Run 1, metal layers overlaid:
(6 px per um) Only two layers are drawn.
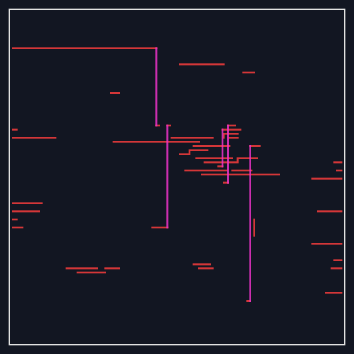
Run 1, cell classes on the final placement:
(4 px per um) Fill, decap, tap and diode cells in grey.
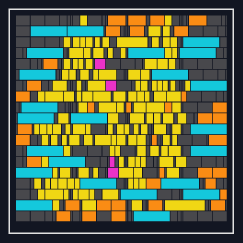
Run 1, cell outlines without signal wires:
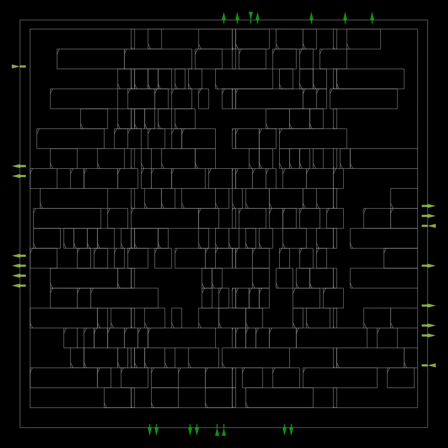
Run 1, clock network drawn from the DEF:
(10 px per um)
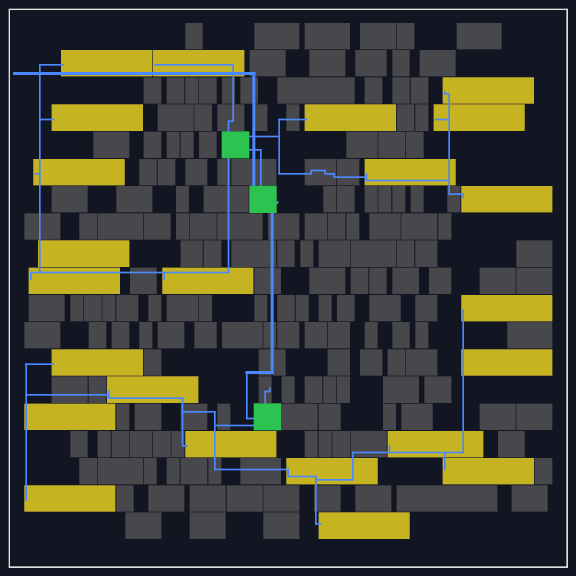
**src/rtl/round_sequencer.sv**
```systemverilog
// Match-level round sequencer for the two-player bomb game; optional pause via ROUND_SEQUENCER_PAUSE_EN.
// Latency: every output is registered and changes on the clk edge where the state changes.
// Backpressure: none; tick/start/win/pause are sampled every cycle and ignored in states that do not use them.
module round_sequencer #(
    parameter int WINS_TO_MATCH   = 3,
    parameter int COUNTDOWN_TICKS = 3,
    parameter int ROUND_TICKS     = 60,
    parameter int OVER_TICKS      = 2
) (
    input  logic       clk,
    input  logic       rst,
    input  logic       tick,
    input  logic       start,
`ifdef ROUND_SEQUENCER_PAUSE_EN
    input  logic       pause,
`endif
    input  logic       a_win,
    input  logic       b_win,
    output logic       round_rst,
    output logic       a_move_en,
    output logic       b_move_en,
    output logic [3:0] score_a,
    output logic [3:0] score_b,
    output logic [7:0] timer,
    output logic [2:0] state,
    output logic [1:0] match_winner
);

    typedef enum logic [2:0] {
        S_IDLE       = 3'd0,
        S_COUNTDOWN  = 3'd1,
        S_PLAY       = 3'd2,
        S_ROUND_OVER = 3'd3,
        S_MATCH_OVER = 3'd4,
        S_PAUSED     = 3'd5
    } state_t;

    localparam logic [3:0] WINS   = 4'(WINS_TO_MATCH);
    localparam logic [7:0] CD_T   = 8'(COUNTDOWN_TICKS);
    localparam logic [7:0] PLAY_T = 8'(ROUND_TICKS);
    localparam logic [7:0] OVER_T = 8'(OVER_TICKS);

    state_t     state_q, state_d;
    logic [7:0] timer_q, timer_d;
    logic [3:0] score_a_q, score_a_d;
    logic [3:0] score_b_q, score_b_d;
    logic [1:0] winner_q, winner_d;
    logic       round_rst_q;
    logic       move_en_q;
    logic       pause_req;

`ifdef ROUND_SEQUENCER_PAUSE_EN
    assign pause_req = pause;
`else
    // Without the pause feature PAUSED is never entered.
    assign pause_req = 1'b0;
`endif

    // Next-state, timer, score and winner update for one cycle.
    always_comb begin
        state_d   = state_q;
        timer_d   = timer_q;
        score_a_d = score_a_q;
        score_b_d = score_b_q;
        winner_d  = winner_q;
        case (state_q)
            S_IDLE, S_MATCH_OVER: begin
                if (start) begin
                    state_d   = S_COUNTDOWN;
                    timer_d   = CD_T;
                    score_a_d = 4'd0;
                    score_b_d = 4'd0;
                    winner_d  = 2'd0;
                end
            end
            S_COUNTDOWN: begin
                if (tick) begin
                    if (timer_q == 8'd1) begin
                        state_d = S_PLAY;
                        timer_d = PLAY_T;
                    end else begin
                        timer_d = timer_q - 8'd1;
                    end
                end
            end
            S_PLAY: begin
                // A win on the final tick still counts as a win; a simultaneous win is a draw.
                // Round-ending events take precedence over a pause request in the same cycle.
                if (a_win || b_win || (tick && timer_q == 8'd1)) begin
                    state_d = S_ROUND_OVER;
                    timer_d = OVER_T;
                    if (a_win && !b_win && score_a_q != WINS) score_a_d = score_a_q + 4'd1;
                    if (b_win && !a_win && score_b_q != WINS) score_b_d = score_b_q + 4'd1;
                end else if (pause_req) begin
                    state_d = S_PAUSED;
                end else if (tick) begin
                    timer_d = timer_q - 8'd1;
                end
            end
            S_ROUND_OVER: begin
                if (tick) begin
                    if (timer_q == 8'd1) begin
                        if (score_a_q == WINS || score_b_q == WINS) begin
                            state_d  = S_MATCH_OVER;
                            timer_d  = 8'd0;
                            winner_d = (score_a_q == WINS) ? 2'd1 : 2'd2;
                        end else begin
                            state_d = S_COUNTDOWN;
                            timer_d = CD_T;
                        end
                    end else begin
                        timer_d = timer_q - 8'd1;
                    end
                end
            end
            S_PAUSED: begin
                // Timer frozen; ticks and win inputs are ignored until resumed.
                if (pause_req) state_d = S_PLAY;
            end
            default: begin
                state_d = S_IDLE;
                timer_d = 8'd0;
            end
        endcase
    end

    // State and datapath registers; datapath enables are decoded from the next state so they track state with no lag.
    always_ff @(posedge clk or negedge rst) begin
        if (!rst) begin
            state_q     <= S_IDLE;
            timer_q     <= 8'd0;
            score_a_q   <= 4'd0;
            score_b_q   <= 4'd0;
            winner_q    <= 2'd0;
            round_rst_q <= 1'b1;
            move_en_q   <= 1'b0;
        end else begin
            state_q     <= state_d;
            timer_q     <= timer_d;
            score_a_q   <= score_a_d;
            score_b_q   <= score_b_d;
            winner_q    <= winner_d;
            round_rst_q <= !(state_d == S_PLAY || state_d == S_PAUSED);
            move_en_q   <= (state_d == S_PLAY);
        end
    end

    assign state        = state_q;
    assign timer        = timer_q;
    assign score_a      = score_a_q;
    assign score_b      = score_b_q;
    assign match_winner = winner_q;
    assign round_rst    = round_rst_q;
    assign a_move_en    = move_en_q;
    assign b_move_en    = move_en_q;

endmodule
```
**config.mk**
```make
export PLATFORM = sky130hd
export DESIGN_NAME = round_sequencer
export DESIGN_NICKNAME = d
export VERILOG_FILES = /design/src/rtl/round_sequencer.sv
export SDC_FILE = /design/constraint.sdc
export NUM_CORES = 1
export LEC_CHECK = 0
export CAP_MARGIN = 40
export CORE_UTILIZATION = 51
export DETAILED_ROUTE_END_ITERATION = 8
export GPL_TIMING_DRIVEN = 0
export PLACE_DENSITY = 0.79
export SETUP_SLACK_MARGIN = 0.02
export SLEW_MARGIN = 40
export SYNTH_ARGS = -nofsm -noshare
export SYNTH_HDL_FRONTEND = slang
export SYNTH_SLANG_ARGS = --single-unit
```
**constraint.sdc**
```tcl
create_clock -name clk -period 2.66 [get_ports clk]
set_clock_uncertainty 0.15 [all_clocks]
set_input_delay 0.798 -clock clk [delete_from_list [all_inputs] [get_ports clk]]
set_output_delay 0.798 -clock clk [all_outputs]
set_load 0.05 [all_outputs]
```
==> impl_metrics.tcl, run 1 <==
# yosys + openroad results
set metrics [dict create \
    cp.required_ns 1.71 \
    reg2reg_to "round_rst" \
    finalClockPeriodUsage_pct 97.1 \
    crit_buf_inv 1 \
    cts.reportedPaths.clkPinSlew_ns 0.13 \
    cts_tree "yes" \
    cts_resized 0 \
    top_usage_layer "met2" \
    nFillCells 229 \
    top_logic_kind "AND-OR/OR-AND gates" \
    crit_cells 1 \
    power.density_mw_per_mm2 1120 \
    pg_comb_w 0.00132 \
    final-seq-area_um2 577 \
    n_all_inverters 9 \
    clkbuf_count 4 \
    h-tree-depth 1 \
    netlist-cell-type-count 49 \
    power_frac_seq_pct 27.5 \
    hold_path.class "input port to async pin" \
    grt_pass1_vias 1326 \
    synth.top_cell.area_share_pct 37.5 \
    simple_gate_share_pct 23.1 \
    synthArstFlopShare_pct 100 \
    pg_seq_w 0.000563 \
    fmax_mhz 387 \
    setup_viol 0 \
    tightestPinTransition_ns 0.767 \
    n_antenna_cell 0 \
    place.detailed.hpwl_um 2660 \
    tns_ns 0 \
    use_met1_pct 32.9 \
    yosys-top-cells-area "dfrtp_1 38%, o21ai_1 4.8%, nor2_1 4.3%" \
    top_area_cell "dfrtp_1" \
    wl_met1_um 1670 \
    grt_use_met2_pct 38.6 \
    r2r_setup_slack_ns 0.31 \
    final_cell_mix "24 x clkdlybuf4s50_1, 22 x dfrtp_1, 17 x nor2_1, 15 x nand2_1, 14 x o21ai_1" \
    grt-ovfl-total 0 \
    finalCriticalPeriod_ns 2.58 \
    largest_register_ffs 8 \
    ys_area_mm2 0.00147 \
    clock_sinks 23 \
    clock_area_share_pct 1.43 \
    yosys-top-cells-count "22 x dfrtp_1, 17 x nor2_1, 15 x nand2_1" \
    mi_logic_area_um2 830 \
    drtIter0Drc 61 \
    slew_headroom_pct 48.8 \
    top_layer_used "met4" \
    status "finished clean" \
    mux_area_share_pct 0.682 \
    syn_area_mm2 0.00147 \
    io_buffers 29 \
    xor_share_pct 0.597 \
    edf_count 0 \
    avgSynthCellArea_um2 8.79 \
    p_comb_share_pct 64.3 \
    tool_warnings 27 \
    postCtsSetupRepairBufs 0 \
    leakagePower_nw 0.814 \
    area_growth_pct 24.9 \
    grt_start_max_net_pins 24 \
    place_worst_setup_slack_ns -0.154 \
    critPathMaxStageDelay_ns 0.79 \
    path_class "flip-flop to primary output" \
    startpoint_type "flip-flop" \
    buffer_area_share_pct 17.9 \
    switching_share_pct 53.1 \
    ys_cells 167 \
]
About 'metal layers overlaid':
| layer | colour | wire length |
|---|---|---|
| met4 | magenta | 71.4 um |
| met3 | red | 180 um |
GRT Total Usage: 23.9%
Routed WL: 3630 um
routed len/inst: 15.7 um
Via Count: 1,456

About 'cell classes on the final placement':
| class | colour | cells |
|---|---|---|
| other buffers and delay cells | orange | 36 |
| flip-flops | cyan | 23 |
| clock drivers and dummy loads | magenta | 4 |
| all other logic | yellow | 137 |
Design Area, Final: 0.00183 mm2
core area: 0.00273 mm2

About 'cell outlines without signal wires':
row cnt: 19
Taps Inserted: 31
final std cells w/o fill: 231
fin util: 67.0%
FFs & Latches: 23

About 'clock network drawn from the DEF':
[flip-flops] yellow | count: 23
[clock wires] blue | length: 296 um
[cells driving clock nets] green | count: 3
flops lie: all over the die
routed clock nets: 4
P_clk: 0.000168 W
Clock power frac: 8.2%
clock latency on the worst-skew pair: 0.31 ns

--- run 2 (diff from run 1) ---
==> constraint.sdc (replaced) <==
create_clock -name clk -period 2.66 [get_ports clk]
set_clock_uncertainty 0.15 [all_clocks]
set_input_delay 0.399 -clock clk [delete_from_list [all_inputs] [get_ports clk]]
set_output_delay 0.399 -clock clk [all_outputs]
set_load 0.05 [all_outputs]
Run 2, metal layers overlaid:
(6 px per um) Only two layers are drawn.
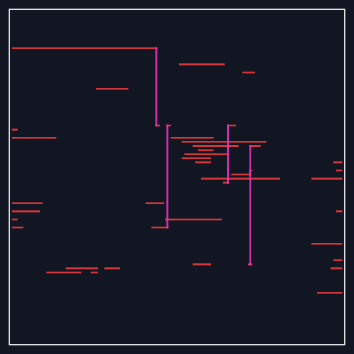
| layer | colour | wire length |
|---|---|---|
| met4 | magenta | 59.2 um |
| met3 | red | 173 um |
Routed WL: 3630 um
routed len/inst: 15.6 um
Via Count: 1,451
GRT Total Usage: 24.0%

Run 2, cell outlines without signal wires:
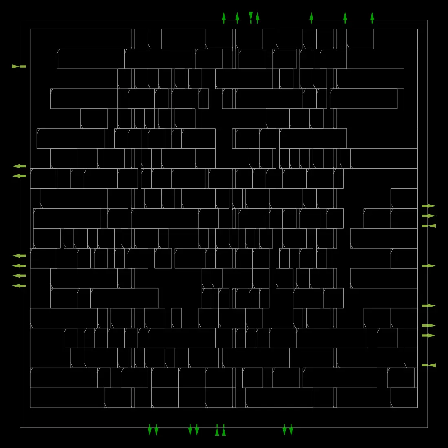
Fillers: 229
final std cells w/o fill: 232
fraction of area in registers: 31.5%

==> impl_metrics.tcl, run 2 <==
# yosys + openroad results
set metrics [dict create \
    grt_pass1_vias 1338 \
    final_design_area_no_fill_mm2 0.00183 \
    r2r_setup_slack_ns 0.29 \
    rows 19 \
    cts.reportedPaths.clkPinSlew_ns 0.13 \
    largest_register_ffs 8 \
    drtIter0Drc 45 \
    grt_start_max_net_pins 24 \
    grt_use_met2_pct 38.9 \
    fmax_mhz 422 \
    tool_warnings 27 \
    setup_viol 0 \
    clkbuf_count 4 \
    cp.required_ns 2.76 \
    yosys-top-cells-area "dfrtp_1 38%, o21ai_1 4.8%, nor2_1 4.3%" \
    power_frac_seq_pct 27.5 \
    clock_area_share_pct 1.43 \
    startpoint_type "flip-flop" \
    leakagePower_nw 0.773 \
    p_clk_share_pct 8.2 \
    power.density_mw_per_mm2 1120 \
    finalCriticalPeriod_ns 2.37 \
    tns_ns 0 \
    final-seq-area_um2 577 \
    clk-power_w 0.000168 \
    postCtsSetupRepairBufs 0 \
    syn_area_mm2 0.00147 \
    switching_share_pct 53.0 \
    area_growth_pct 24.9 \
    status "finished clean" \
    avgSynthCellArea_um2 8.79 \
    n_all_inverters 9 \
    final_cell_mix "28 x clkdlybuf4s50_1, 22 x dfrtp_1, 17 x nor2_1, 15 x nand2_1, 14 x o21ai_1" \
    h-tree-depth 1 \
    grt-ovfl-total 0 \
    ys_area_mm2 0.00147 \
    pg_seq_w 0.000563 \
]
--- run 3 (diff from run 2) ---
- CORE_MARGIN: default -> 5
Run 3, power grid:
(6 px per um) Pins as bars on the die edge.
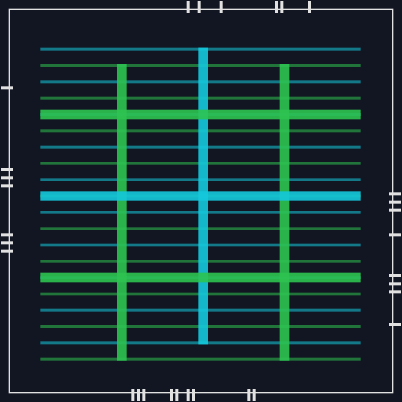
| net | colour |
|---|---|
| VDD | cyan |
| VSS | green |
met5 straps: 3
rows: 19
core area: 0.00276 mm2
die height: 63.6 um

Run 3, clock network drawn from the DEF:
(10 px per um)
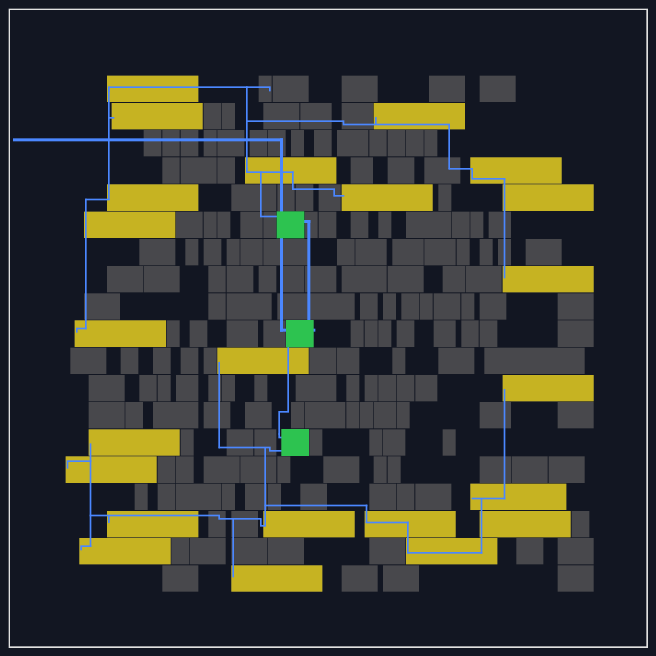
[flip-flops] yellow | count: 23
[cells driving clock nets] green | count: 3
[clock wires] blue | length: 297 um
flops lie: all over the die
routed clock nets: 4
P_clk: 0.000165 W
Clock power frac: 8.0%

==> impl_metrics.tcl, run 3 <==
# yosys + openroad results
set metrics [dict create \
    status "finished clean" \
    cp.required_ns 2.75 \
    edf_count 0 \
    maxCapViolCount 0 \
    r2r_setup_slack_ns 0.27 \
    pg_seq_w 0.000571 \
    syn_area_mm2 0.00147 \
    ff_count 23 \
    drtIter0Drc 94 \
    grtUsageTotal_pct 19.5 \
    grt-ovfl-total 0 \
    vias 1424 \
    power_frac_seq_pct 27.9 \
    avgSynthCellArea_um2 8.79 \
    mux_area_share_pct 0.682 \
    startpoint_type "flip-flop" \
    n_antenna_cell 0 \
    critPathMaxStageDelay_ns 0.64 \
    power.density_mw_per_mm2 1120 \
    final-seq-area_um2 577 \
    cts.reportedPaths.clkPinSlew_ns 0.13 \
    wl_per_cell_um 16.2 \
    nMultiInputCombCells 128 \
    clock_area_share_pct 1.43 \
    tns_ns 0 \
    nFillCells 226 \
    grt_pass1_vias 1380 \
    final_design_area_no_fill_mm2 0.00183 \
    fmax_mhz 418 \
    tool_warnings 27 \
    clkbuf_count 4 \
    ir_drop_uv 852 \
    finalCriticalPeriod_ns 2.39 \
    leakagePower_nw 0.773 \
    rows 19 \
    place.detailed.hpwl_um 2790 \
    finalPower_w 0.00205 \
    area_growth_pct 24.9 \
    routed_wl_um 3760 \
    fin_cells 232 \
    top_usage_layer "met2" \
    min_from "match_winner[1]" \
    grt_use_met2_pct 29.6 \
    postCtsSetupRepairBufs 0 \
    boundaryPins 30 \
    n_all_inverters 9 \
    flop_cell "dfrtp_1" \
    sh_seq_area_pct 31.5 \
    grt_setup_unrepaired "no" \
    grt_start_max_net_pins 24 \
    comb_share_pct 45.3 \
    largest_register_ffs 8 \
    final_cell_mix "28 x clkdlybuf4s50_1, 22 x dfrtp_1, 17 x nor2_1, 15 x nand2_1, 14 x o21ai_1" \
    yosys-top-cells-area "dfrtp_1 38%, o21ai_1 4.8%, nor2_1 4.3%" \
    h-tree-depth 1 \
]
Power is estimated from default activity; no workload was simulated.
